### src/rtl/axi4_lite_arb_pkg.sv
// Shared encodings for the AXI4-Lite round-robin arbiter: FSM states,
// response codes and transaction kinds.
package axi4_lite_arb_pkg;

  typedef enum logic [2:0] {
    ST_IDLE  = 3'd0,
    ST_WRITE = 3'd1,
    ST_WRESP = 3'd2,
    ST_READ  = 3'd3,
    ST_RDATA = 3'd4
  } state_e;

  localparam logic [1:0] RESP_OKAY   = 2'b00;
  localparam logic [1:0] RESP_EXOKAY = 2'b01;
  localparam logic [1:0] RESP_SLVERR = 2'b10;
  localparam logic [1:0] RESP_DECERR = 2'b11;

  localparam logic KIND_WRITE = 1'b0;
  localparam logic KIND_READ  = 1'b1;

endpackage

### src/rtl/axi4_lite_arbiter_rr_pick.sv
// Combinational round-robin picker: first set request at or above ptr_i,
// wrapping around, wins.
module rr_pick #(
  parameter int N     = 2,
  parameter int IDX_W = (N > 1) ? $clog2(N) : 1
) (
  input  logic [N-1:0]     req_i,
  input  logic [IDX_W-1:0] ptr_i,
  output logic [IDX_W-1:0] idx_o,
  output logic             vld_o
);

  int c;

  // Scan from the farthest candidate back to ptr so the nearest one wins.
  always_comb begin
    idx_o = '0;
    vld_o = |req_i;
    c     = 0;
    for (int k = N - 1; k >= 0; k--) begin
      c = int'(ptr_i) + k;
      if (c >= N) c = c - N;
      if (req_i[c]) idx_o = IDX_W'(c);
    end
  end

endmodule

### src/rtl/axi4_lite_arbiter.sv
// Round-robin arbiter sharing one AXI4-Lite slave between NUM_M masters;
// one transaction (address through response) is in flight at a time.
module axi4_lite_arbiter
  import axi4_lite_arb_pkg::*;
#(
  parameter int NUM_M  = 2,
  parameter int ADDR_W = 32,
  parameter int DATA_W = 32
) (
  input  logic                       ACLK,
  input  logic                       ARESET,
  input  logic [NUM_M*ADDR_W-1:0]    S_AWADDR,
  input  logic [NUM_M-1:0]           S_AWVALID,
  output logic [NUM_M-1:0]           S_AWREADY,
  input  logic [NUM_M*DATA_W-1:0]    S_WDATA,
  input  logic [NUM_M*DATA_W/8-1:0]  S_WSTRB,
  input  logic [NUM_M-1:0]           S_WVALID,
  output logic [NUM_M-1:0]           S_WREADY,
  output logic [NUM_M*2-1:0]         S_BRESP,
  output logic [NUM_M-1:0]           S_BVALID,
  input  logic [NUM_M-1:0]           S_BREADY,
  input  logic [NUM_M*ADDR_W-1:0]    S_ARADDR,
  input  logic [NUM_M-1:0]           S_ARVALID,
  output logic [NUM_M-1:0]           S_ARREADY,
  output logic [NUM_M*DATA_W-1:0]    S_RDATA,
  output logic [NUM_M*2-1:0]         S_RRESP,
  output logic [NUM_M-1:0]           S_RVALID,
  input  logic [NUM_M-1:0]           S_RREADY,
  output logic [ADDR_W-1:0]          M_AWADDR,
  output logic                       M_AWVALID,
  input  logic                       M_AWREADY,
  output logic [DATA_W-1:0]          M_WDATA,
  output logic [DATA_W/8-1:0]        M_WSTRB,
  output logic                       M_WVALID,
  input  logic                       M_WREADY,
  input  logic [1:0]                 M_BRESP,
  input  logic                       M_BVALID,
  output logic                       M_BREADY,
  output logic [ADDR_W-1:0]          M_ARADDR,
  output logic                       M_ARVALID,
  input  logic                       M_ARREADY,
  input  logic [DATA_W-1:0]          M_RDATA,
  input  logic [1:0]                 M_RRESP,
  input  logic                       M_RVALID,
  output logic                       M_RREADY
);

  localparam int IDX_W  = (NUM_M > 1) ? $clog2(NUM_M) : 1;
  localparam int STRB_W = DATA_W / 8;

  state_e             state_q, state_d;
  logic [IDX_W-1:0]   g_q, g_d;
  logic [IDX_W-1:0]   ptr_q, ptr_d;
  logic               aw_done_q, aw_done_d;
  logic               w_done_q, w_done_d;
  logic               last_kind_q, last_kind_d;

  logic [NUM_M-1:0]   wreq, rreq, req;
  logic [IDX_W-1:0]   pick_idx;
  logic               pick_vld;
  logic               pick_w, pick_r;
  logic [IDX_W-1:0]   g_next;

  logic [ADDR_W-1:0]  g_awaddr, g_araddr;
  logic [DATA_W-1:0]  g_wdata;
  logic [STRB_W-1:0]  g_wstrb;
  logic               g_awvalid, g_wvalid, g_arvalid, g_bready, g_rready;
  logic               aw_hs, w_hs, b_hs, ar_hs, r_hs;

  assign wreq = S_AWVALID | S_WVALID;
  assign rreq = S_ARVALID;
  assign req  = wreq | rreq;

  rr_pick #(.N(NUM_M), .IDX_W(IDX_W)) u_pick (
    .req_i (req),
    .ptr_i (ptr_q),
    .idx_o (pick_idx),
    .vld_o (pick_vld)
  );

  assign pick_w = wreq[pick_idx];
  assign pick_r = rreq[pick_idx];
  assign g_next = (g_q == IDX_W'(NUM_M - 1)) ? '0 : g_q + 1'b1;

  always_comb begin
    g_awaddr  = '0;
    g_araddr  = '0;
    g_wdata   = '0;
    g_wstrb   = '0;
    g_awvalid = 1'b0;
    g_wvalid  = 1'b0;
    g_arvalid = 1'b0;
    g_bready  = 1'b0;
    g_rready  = 1'b0;
    for (int i = 0; i < NUM_M; i++) begin
      if (IDX_W'(i) == g_q) begin
        g_awaddr  = S_AWADDR[i*ADDR_W +: ADDR_W];
        g_araddr  = S_ARADDR[i*ADDR_W +: ADDR_W];
        g_wdata   = S_WDATA[i*DATA_W +: DATA_W];
        g_wstrb   = S_WSTRB[i*STRB_W +: STRB_W];
        g_awvalid = S_AWVALID[i];
        g_wvalid  = S_WVALID[i];
        g_arvalid = S_ARVALID[i];
        g_bready  = S_BREADY[i];
        g_rready  = S_RREADY[i];
      end
    end
  end

  // Forwarding: only the granted slice and only in the matching state.
  always_comb begin
    M_AWADDR  = '0;
    M_AWVALID = 1'b0;
    M_WDATA   = '0;
    M_WSTRB   = '0;
    M_WVALID  = 1'b0;
    M_BREADY  = 1'b0;
    M_ARADDR  = '0;
    M_ARVALID = 1'b0;
    M_RREADY  = 1'b0;
    S_AWREADY = '0;
    S_WREADY  = '0;
    S_BRESP   = '0;
    S_BVALID  = '0;
    S_ARREADY = '0;
    S_RDATA   = '0;
    S_RRESP   = '0;
    S_RVALID  = '0;
    case (state_q)
      ST_WRITE: begin
        M_AWVALID = g_awvalid & ~aw_done_q;
        M_AWADDR  = aw_done_q ? '0 : g_awaddr;
        M_WVALID  = g_wvalid & ~w_done_q;
        M_WDATA   = w_done_q ? '0 : g_wdata;
        M_WSTRB   = w_done_q ? '0 : g_wstrb;
      end
      ST_WRESP: M_BREADY = g_bready;
      ST_READ: begin
        M_ARVALID = g_arvalid;
        M_ARADDR  = g_araddr;
      end
      ST_RDATA: M_RREADY = g_rready;
      default: ;
    endcase
    for (int i = 0; i < NUM_M; i++) begin
      if (IDX_W'(i) == g_q) begin
        case (state_q)
          ST_WRITE: begin
            S_AWREADY[i] = M_AWREADY & ~aw_done_q;
            S_WREADY[i]  = M_WREADY & ~w_done_q;
          end
          ST_WRESP: begin
            S_BVALID[i]       = M_BVALID;
            S_BRESP[2*i +: 2] = M_BRESP;
          end
          ST_READ: S_ARREADY[i] = M_ARREADY;
          ST_RDATA: begin
            S_RVALID[i]                = M_RVALID;
            S_RDATA[i*DATA_W +: DATA_W] = M_RDATA;
            S_RRESP[2*i +: 2]          = M_RRESP;
          end
          default: ;
        endcase
      end
    end
  end

  assign aw_hs = M_AWVALID & M_AWREADY;
  assign w_hs  = M_WVALID & M_WREADY;
  assign b_hs  = M_BVALID & M_BREADY;
  assign ar_hs = M_ARVALID & M_ARREADY;
  assign r_hs  = M_RVALID & M_RREADY;

  always_comb begin
    state_d     = state_q;
    g_d         = g_q;
    ptr_d       = ptr_q;
    aw_done_d   = aw_done_q;
    w_done_d    = w_done_q;
    last_kind_d = last_kind_q;
    case (state_q)
      ST_IDLE: begin
        if (pick_vld) begin
          g_d = pick_idx;
          // A master with both kinds pending alternates, starting with write.
          if (pick_w && (!pick_r || last_kind_q == KIND_READ)) state_d = ST_WRITE;
          else                                                  state_d = ST_READ;
        end
      end
      ST_WRITE: begin
        aw_done_d = aw_done_q | aw_hs;
        w_done_d  = w_done_q | w_hs;
        if (aw_done_d && w_done_d) begin
          aw_done_d = 1'b0;
          w_done_d  = 1'b0;
          state_d   = ST_WRESP;
        end
      end
      ST_WRESP: begin
        if (b_hs) begin
          state_d     = ST_IDLE;
          ptr_d       = g_next;
          last_kind_d = KIND_WRITE;
        end
      end
      ST_READ: begin
        if (ar_hs) state_d = ST_RDATA;
      end
      ST_RDATA: begin
        if (r_hs) begin
          state_d     = ST_IDLE;
          ptr_d       = g_next;
          last_kind_d = KIND_READ;
        end
      end
      default: state_d = ST_IDLE;
    endcase
  end

  always_ff @(posedge ACLK) begin
    if (ARESET) begin
      state_q     <= ST_IDLE;
      g_q         <= '0;
      ptr_q       <= '0;
      aw_done_q   <= 1'b0;
      w_done_q    <= 1'b0;
      last_kind_q <= KIND_READ;
    end else begin
      state_q     <= state_d;
      g_q         <= g_d;
      ptr_q       <= ptr_d;
      aw_done_q   <= aw_done_d;
      w_done_q    <= w_done_d;
      last_kind_q <= last_kind_d;
    end
  end

endmodule

### config.mk
export PLATFORM = sky130hd
export DESIGN_NAME = axi4_lite_arbiter
export DESIGN_NICKNAME = d
export VERILOG_FILES = /design/src/rtl/axi4_lite_arb_pkg.sv /design/src/rtl/axi4_lite_arbiter_rr_pick.sv /design/src/rtl/axi4_lite_arbiter.sv
export SDC_FILE = /design/constraint.sdc
export NUM_CORES = 1
export LEC_CHECK = 0
export CORE_AREA = 2 2 171 173
export DETAILED_ROUTE_END_ITERATION = 16
export DIE_AREA = 0 0 173 175
export DONT_BUFFER_PORTS = 1
export GPL_ROUTABILITY_DRIVEN = 0
export PLACE_DENSITY = 0.3
export SYNTH_ARGS = -nofsm -noshare
export SYNTH_HDL_FRONTEND = slang
export SYNTH_SLANG_ARGS = --single-unit
### constraint.sdc
create_clock -name ACLK -period 3.5 [get_ports ACLK]
set_input_delay 0.7 -clock ACLK [delete_from_list [all_inputs] [get_ports ACLK]]
set_output_delay 0.7 -clock ACLK [all_outputs]
set_load 0.02 [all_outputs]
==> run_1/wire_density.png <==
The die is cut into 35 by 35 equal tiles; dark blue is low, red is high, scaled to the fullest tile. Values are wire area over tile area, all layers added.
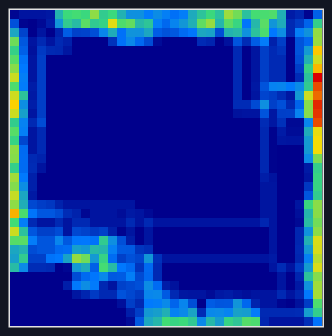
fullest tile	0.66
emptiest ninth of the die	middle
mean over tiles	0.076

==> run_1/final_clocks.png <==
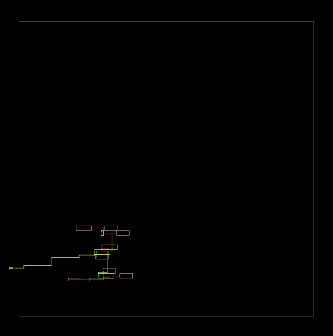
worst-skew pair later-pin latency: 0.23 ns
TritonCTS buffer count: 3
count of clock-net buffers in the final layout: 4

==> run_1/cell_classes.png <==
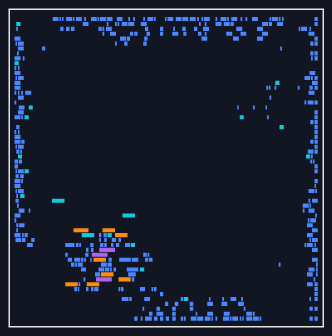
class	color	cells	share of their area
other buffers and delay cells	cyan	18	6.3%
flip-flops	orange	8	5.9%
all other logic	blue	349	85%
clock drivers and dummy loads	purple	4	2.9%

==> run_1/clock_map.png <==
Bar = 50 microns.
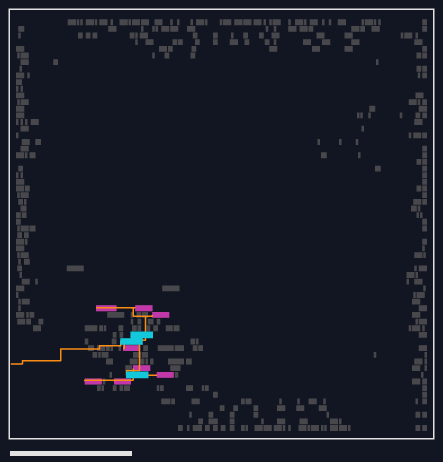
[flip-flops] magenta | count: 8
[clock wires] orange | length: 163 microns
[cells driving clock nets] cyan | count: 3
routed clock nets	4

==> deck_impl_summary.md, run 1 <==
Key Metrics from the Run

Timing
  • Tightest hold margin: 0.493 ns
  • Highest clock rate: between 0.3 and 0.4 GHz
  • Final count of hold timing violations: 0
  • Post-layout period usage: 0.818
  • RSZ-0062 raised after global routing: no
  • Actual transition at the worst max-transition pin: 0.740 ns
  • Setup-violating endpoint count in the final report: 0
  • Max-slew violation total from the final report: 0
  • Final WS setup: around 0.64 ns

Critical path
  • Logic depth of the worst register-to-register path: 4
  • Highest fanout seen on the critical path: 35
  • Data required time of the worst path: 2.80 ns
  • CP Launch Type: register
  • Setup crit end kind: primary output

Detailed routing
  • DRC Markers: 0
  • Met3 WL: 1320 microns
  • Routed length on met1: 5270 microns
  • Via density: 3.94
  • DRT Pass-1 Iters: 4
  • Highest routed layer: met4
  • Routed wire length: 14000 microns

Synthesis
  • Number of warnings printed during yosys synthesis: 0
  • Fraction of synthesized cell area taken by the top area cell type: 0.379
  • Most common cell in the synthesized netlist: sky130_fd_sc_hd__nor2_1
  • Seq cells post-synth: 8
  • Number of flops mapped to enable cells by yosys: 0
  • Yosys Instances: 398
  • Prevailing post-synth register cell: sky130_fd_sc_hd__dfxtp_1
  • Mean cell area of the mapped netlist: 6.76 sq um
  • Commonest cells in the netlist: sky130_fd_sc_hd__nor2_1 (106), sky130_fd_sc_hd__mux2i_1 (102), sky130_fd_sc_hd__and3_1 (80), sky130_fd_sc_hd__clkbuf_1 (21), sky130_fd_sc_hd__buf_2 (15)
  • Biggest area consumer among synthesized cells: sky130_fd_sc_hd__mux2i_1
  • Syn Inst Count: 398
  • Syn Std Cell Area: 2690 sq um
  • Sequential-to-total area share from yosys stat: 0.0595
  • Synthesis area per yosys: 2690 sq um

GRT
  • Total global routing overflow: 0
  • Tot GR Track Use: 0.0780
  • Vias in the first global route: 2737
  • Initial antenna violation count: 2

Placement
  • Number of input and output port buffers inserted: 0
  • Instance count after placement with tap cells included: 759

Flow run
  • Number of warning messages in the logs: 26

Clocking
  • Buffer depth of the longest clock path: 2
  • H-tree level count: 1
  • Root buffer cell: sky130_fd_sc_hd__clkbuf_16
  • Setup fix buffers added after clock tree synthesis: 0
  • Clock slew seen by the registers of the worst setup and hold paths: 0.04 ns
  • Number of gates resized after CTS: 0

Power
  • LEAKAGE: 1.25 nW
  • Pwr Density: 494 nW/um^2
  • VDD IR max: 0.179 mV

Layout
  • Nets: roughly 630
  • Synth-to-Final Area Change: 20.8%
  • Core utilization of the finished layout: 0.114

Floorplan
  • Total I/O pin count: 440
  • Chip footprint: 30300 sq um
  • Overall die width: 173 microns

Status
  • Outcome: complete, no violations

Worst hold path
  • Number of stages on the worst hold path: 2
  • Hold WC Path Type: register to register
-- run 1: flip-flops by register name, summed over array words and instances (netlist names) --
name and cells:
last_kind_q 1, g_q 1, w_done_q 1, state_q 3, aw_done_q 1, ptr_q 1
-- run 1: report_power, final --
group	switching (mW)	internal (mW)	leakage (nW)
clock	0.0460	0.152	0.0382
combinational	0.915	0.338	1.14
sequential	0.0435	0.111	0.0661
-- run 1: cell families (layout without fill, tap and decap cells) --
logic type             Yosys count  in the layout  share of synthesized area
multiplexers                   105            105                      0.393
other                            0              5                          0
flip-flops                       8              8                     0.0595
buffers and inverters           48             29                     0.0809
AND/OR/NAND/NOR                215            215                      0.407
AND-OR/OR-AND                   22             22                     0.0595
-- run 1: metrics by stage --
| step | instance area (sq um) | power (mW) |
|---|---|---|
| floorplan | 2690 | 1.19 |
| global placement | 3160 | 1.43 |
| detailed placement | 3160 | 1.42 |
| CTS | 3240 | 1.62 |
| global route | 3250 | 1.70 |
| finish | 3250 | 1.61 |
-- run 1: metal layers --
metal | track usage | up-vias
li1 | - | 1360
met1 | 0.0887 | 1401
met2 | 0.144 | 255
met3 | 0.0207 | 12
met4 | 0.0208 | 0
met5 | 0 | -
-- run 1: final cells by class --
| cell class | count | area (sq um) | share of cell area |
|---|---|---|---|
| clock buffer | 4 | 78.8 | 0.0242 |
| multi-input combinational | 342 | 2320 | 0.712 |
| antenna | 5 | 12.5 | 0.00385 |
| sequential | 8 | 164 | 0.0504 |
| timing repair buffer | 18 | 173 | 0.0531 |
| inverter | 7 | 26.3 | 0.00808 |
| tap | 384 | 480 | 0.148 |
-- run 1: critical path, cell delays in order (launching register included) --
cell                       delay (ns)
sky130_fd_sc_hd__dfxtp_1         0.55
sky130_fd_sc_hd__nand3b_2        0.62
sky130_fd_sc_hd__buf_4           0.40
sky130_fd_sc_hd__nor2_1          0.33
-- run 1: final timing paths --
kind             endpoint       start
max          M_ARADDR[28]  state_q[0]
max reg2reg    state_q[1]  state_q[0]
min reg2reg         ptr_q       ptr_q
min                 ptr_q       ptr_q
-- run 1: layout by cell type, fill, tap and decap left out, types with 3 or more instances in the layout --
master,instances
sky130_fd_sc_hd__a21o_1,3
sky130_fd_sc_hd__a21oi_1,7
sky130_fd_sc_hd__and2_1,3
sky130_fd_sc_hd__and3_1,80
sky130_fd_sc_hd__buf_12,3
sky130_fd_sc_hd__buf_4,15
sky130_fd_sc_hd__clkbuf_16,3
sky130_fd_sc_hd__dfxtp_1,7
sky130_fd_sc_hd__diode_2,5
sky130_fd_sc_hd__inv_1,7
sky130_fd_sc_hd__mux2i_1,102
sky130_fd_sc_hd__nand2_1,3
sky130_fd_sc_hd__nand3_1,4
sky130_fd_sc_hd__nor2_1,106
sky130_fd_sc_hd__nor2b_1,3
sky130_fd_sc_hd__nor3_1,7
==> run 1 -> run 2 <==
clock period = 2.72 ns   (was 3.5 ns; I/O delays follow)
==> run_2/clock_map.png <==
Bar = 50 microns.
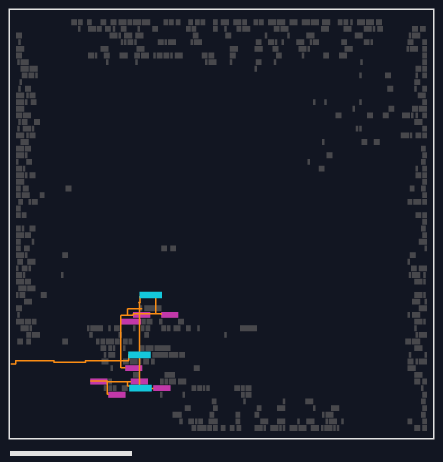
[flip-flops] magenta | count: 8
[cells driving clock nets] cyan | count: 3
[clock wires] orange | length: 187 microns
routed clock nets	4

==> deck_impl_summary.md, run 2 <==
Key Metrics from the Run

Worst hold path
  • Endpoint with the worst hold slack: g_q (was ptr_q)
  • Hold WC Path Type: input pin to register (was register to register)
  • Number of stages on the worst hold path: 1 (was 2)
  • Min-Delay Startpoint: ARESET (was ptr_q)

Synthesis
  • Number of nets at floorplan: 651 (unchanged)
  • Distinct cells, synth: 33 (unchanged)
  • Most common cell in the synthesized netlist: sky130_fd_sc_hd__nor2_1 (unchanged)
  • Simple-gate area share of the yosys netlist: 0.407 (unchanged)
  • Syn Std Cell Area: 2690 sq um (unchanged)
  • Syn Inst Count: 398 (unchanged)
  • Number of warnings printed during yosys synthesis: 0 (unchanged)
  • Biggest area consumer among synthesized cells: sky130_fd_sc_hd__mux2i_1 (unchanged)
  • Number of flops mapped to enable cells by yosys: 0 (unchanged)
  • Post-synth ARST share: 0 (unchanged)
  • Largest cells by area after synthesis: sky130_fd_sc_hd__mux2i_1 (38%), sky130_fd_sc_hd__and3_1 (19%), sky130_fd_sc_hd__nor2_1 (15%) (unchanged)
  • Synthesis area per yosys: 2690 sq um (unchanged)
  • Mean cell area of the mapped netlist: 6.76 sq um (unchanged)
  • Fraction of synthesized cell area taken by the top area cell type: 0.379 (unchanged)
  • Sequential-to-total area share from yosys stat: 0.0595 (unchanged)
  • Largest non-sequential cell family by area: simple AND/OR/NAND/NOR gates (unchanged)
  • Fraction of synthesized area in multiplexers: 0.393 (unchanged)
  • Commonest cells in the netlist: sky130_fd_sc_hd__nor2_1 (106), sky130_fd_sc_hd__mux2i_1 (102), sky130_fd_sc_hd__and3_1 (80), sky130_fd_sc_hd__clkbuf_1 (21), sky130_fd_sc_hd__buf_2 (15) (unchanged)
  • XOR/XNOR Area Share: 0 (unchanged)
  • Prevailing post-synth register cell: sky130_fd_sc_hd__dfxtp_1 (unchanged)
  • Post-synthesis share of cell area spent on full adders, half adders and majority gates: 0 (unchanged)
  • Seq cells post-synth: 8 (unchanged)
  • Compound-Gate Fraction of Synth Area: 0.0595 (unchanged)
  • Yosys Instances: 398 (unchanged)

Layout
  • Most instantiated logic cells after routing: sky130_fd_sc_hd__nor2_1 (106), sky130_fd_sc_hd__mux2i_1 (102), sky130_fd_sc_hd__buf_4 (98) (was sky130_fd_sc_hd__nor2_1 (106), sky130_fd_sc_hd__mux2i_1 (102), sky130_fd_sc_hd__and3_1 (80))
  • Highest-count logic cell in the final layout: sky130_fd_sc_hd__nor2_1 (unchanged)
  • Fraction of final layout cells with drive strength greater than 1: 0.245 (was 0.0818)
  • Core utilization of the finished layout: 0.136 (was 0.114)
  • Register with the most flip-flops: state_q (unchanged)
  • Largest register FFs: 3 (unchanged)
  • Nets: 715 (was 633)
  • Filler cells: 3258 (was 3305)
  • Synth-to-Final Area Change: 43.1% (was 20.8%)
  • Flip-flop and latch area: 164 sq um (unchanged)
  • Area of combinational cells with multiple inputs: 2320 sq um (unchanged)

Flow run
  • Number of warning messages in the logs: 26 (unchanged)
  • Max Cap Viol: 0 (unchanged)

Detailed routing
  • Routed length on met1: 5490 microns (was 5270 microns)
  • Via density: 3.93 (was 3.94)
  • Average detailed-routed wire length per instance: 17.2 microns (was 18.3 microns)
  • DRC Markers: 0 (unchanged)
  • Remaining antenna violation count: 0 (unchanged)
  • Highest routed layer: met4 (unchanged)
  • Drt initial violations: 184 (was 155)
  • Met3 WL: 1240 microns (was 1320 microns)
  • Routed wire length: 14600 microns (was 14000 microns)
  • DRT Pass-1 Iters: 4 (unchanged)
  • Via total after detailed routing: 3333 (was 3028)
  • Routed length on met2: 7520 microns (was 7230 microns)

Critical path
  • Highest fanout seen on the critical path: 33 (was 35)
  • Largest stage delay on the critical path: 0.54 ns (was 0.62 ns)
  • CP Launch Type: register (unchanged)
  • Reg2reg start: state_q[0] (unchanged)
  • Type of the worst setup path: register to primary output (unchanged)
  • Data required time of the worst path: 2.18 ns (was 2.80 ns)
  • Critical Path AT: 1.96 ns (was 2.16 ns)
  • Crit path buf inv count: 2 (was 1)
  • Family of cells with the greatest summed delay on the critical path: simple AND/OR/NAND/NOR gates (unchanged)
  • Setup crit end kind: primary output (unchanged)
  • Cell mode on critical path: sky130_fd_sc_hd__buf_4
  • CP cell instances: nor3b_4, nand2b_1, buf_4, nor2_1, buf_4 (was nand3b_2, buf_4, nor2_1)
  • Cell with the largest stage delay on the worst path: sky130_fd_sc_hd__dfxtp_1 (was sky130_fd_sc_hd__nand3b_2)
  • Logic depth of the worst register-to-register path: 5 (was 4)
  • Setup slack on the worst flop-to-flop path: 0.85 ns (was 1.49 ns)
  • Terminus of the critical flop-to-flop path: state_q[0] (was state_q[1])

Timing
  • Actual transition at the worst max-transition pin: 0.521 ns (was 0.740 ns)
  • Headroom to the max-slew limit: 0.651 (was 0.504)
  • Highest clock rate: 0.399 GHz
  • Post-layout period usage: 0.922
  • Tmin final: 2.51 ns
  • Setup-violating endpoint count in the final report: 0 (unchanged)
  • Final count of hold timing violations: 0 (unchanged)
  • Tightest hold margin: 0.365 ns (was 0.493 ns)
  • Final worst clock skew: 0.00516 ns (was 0.00404 ns)
  • Setup tns final: 0 ns (unchanged)
  • Final WS setup: 0.213 ns (was 0.638 ns)
  • Max-slew violation total from the final report: 0 (unchanged)
  • RSZ-0062 raised after global routing: no (unchanged)

Placement
  • Placed wire-length estimate: 12500 microns (was 11800 microns)
  • Number of input and output port buffers inserted: 0 (unchanged)
  • Setup WS pre-CTS: 0.424 ns (was 0.864 ns)

Clocking
  • H-tree level count: 1 (unchanged)
  • Clock slew seen by the registers of the worst setup and hold paths: 0.04 ns (about the same)
  • TritonCTS buffer count: 3 (unchanged)
  • Hold buffer count at cts: 0 (unchanged)
  • CTS tree: built (unchanged)
  • CTS Sinks: 8 (unchanged)
  • Worst-skew pair later-pin latency: 0.24 ns (was 0.23 ns)
  • Root buffer cell: sky130_fd_sc_hd__clkbuf_16 (unchanged)
  • Number of gates resized after CTS: 0 (unchanged)
  • Setup fix buffers added after clock tree synthesis: 0 (unchanged)
  • Buffer depth of the longest clock path: 2 (unchanged)

Status
  • Outcome: complete, no violations (unchanged)

Floorplan
  • FP Core Util: 0.0948 (unchanged)
  • Cell row count: 62 (unchanged)
  • Y dimension of the die: 175 microns (unchanged)
  • Overall die width: 173 microns (unchanged)
  • Chip footprint: 30300 sq um (unchanged)
  • Total I/O pin count: 440 (unchanged)
  • Floorplan core area: 28400 sq um (unchanged)

GRT
  • Vias in the first global route: 2918 (was 2737)
  • Maximum number of pins on one net before global-route repair: 57 (was 74)
  • Initial antenna violation count: 2 (unchanged)
  • Wire length of the first global-routing pass: 18800 microns (was 18000 microns)
  • Total global routing overflow: 0 (unchanged)
  • Tot GR Track Use: 0.0819 (was 0.0780)

Power
  • LEAKAGE: 1.67 nW (was 1.25 nW)
  • VDD IR max: 0.176 mV (was 0.179 mV)
  • Total chip power: 2.47 mW (was 1.61 mW)
  • Pwr Density: 641 nW/um^2 (was 494 nW/um^2)
-- run 2: cell count changes in the layout (fill, tap and decap cells not counted) --
cell                      delta
sky130_fd_sc_hd__buf_4      +83
sky130_fd_sc_hd__diode_2     -1
sky130_fd_sc_hd__buf_12      -1
-- run 2: final cells by class --
class | count | area share
multi-input cells | 342 | 0.601
repair buffers | 100 | 0.201
well taps | 384 | 0.125
flip-flops and latches | 8 | 0.0426
clock buffers | 4 | 0.0205
inverters | 7 | 0.00682
diodes | 4 | 0.00260
-- run 2: cells by family after synthesis --
kind of cell | count (synthesis)
AND/OR/NAND/NOR | 215
multiplexers | 105
buffers and inverters | 48
AND-OR/OR-AND | 22
flip-flops | 8
-- run 2: stage by stage --
step | cells | instance area, sq um
floorplan | 398 | 2690
global placement | 841 | 3760
detailed placement | 841 | 3760
CTS | 845 | 3840
global route | 849 | 3850
finish | 849 | 3850
-- run 2: worst max path at each step --
stage	from	end	slack (ns)	depth (start not counted)
after floorplan	state_q[0]	M_AWADDR[10]	0.72	6
after global placement	state_q[0]	M_WDATA[8]	0.51	5
after detailed placement	state_q[0]	M_WDATA[8]	0.42	5
after CTS	state_q[0]	M_WDATA[8]	0.16	5
after global routing	state_q[0]	M_WDATA[8]	0.03	5
final	state_q[0]	M_AWADDR[2]	0.21	5
-- run 2: metal layers --
| layer | global-route usage | vias to the layer above |
|---|---|---|
| met5 | 0 | - |
| met4 | 0.0240 | 0 |
| met3 | 0.0198 | 17 |
| met2 | 0.152 | 251 |
| met1 | 0.0927 | 1542 |
| li1 | - | 1523 |
-- run 2: where the power goes --
group,total [mW],switching (mW),internal (mW)
registers,0.194,0.0513,0.143
clock network,0.258,0.0623,0.196
logic,2.02,1.25,0.763
total,2.47,1.37,1.10
Power and IR drop assume default switching activity.
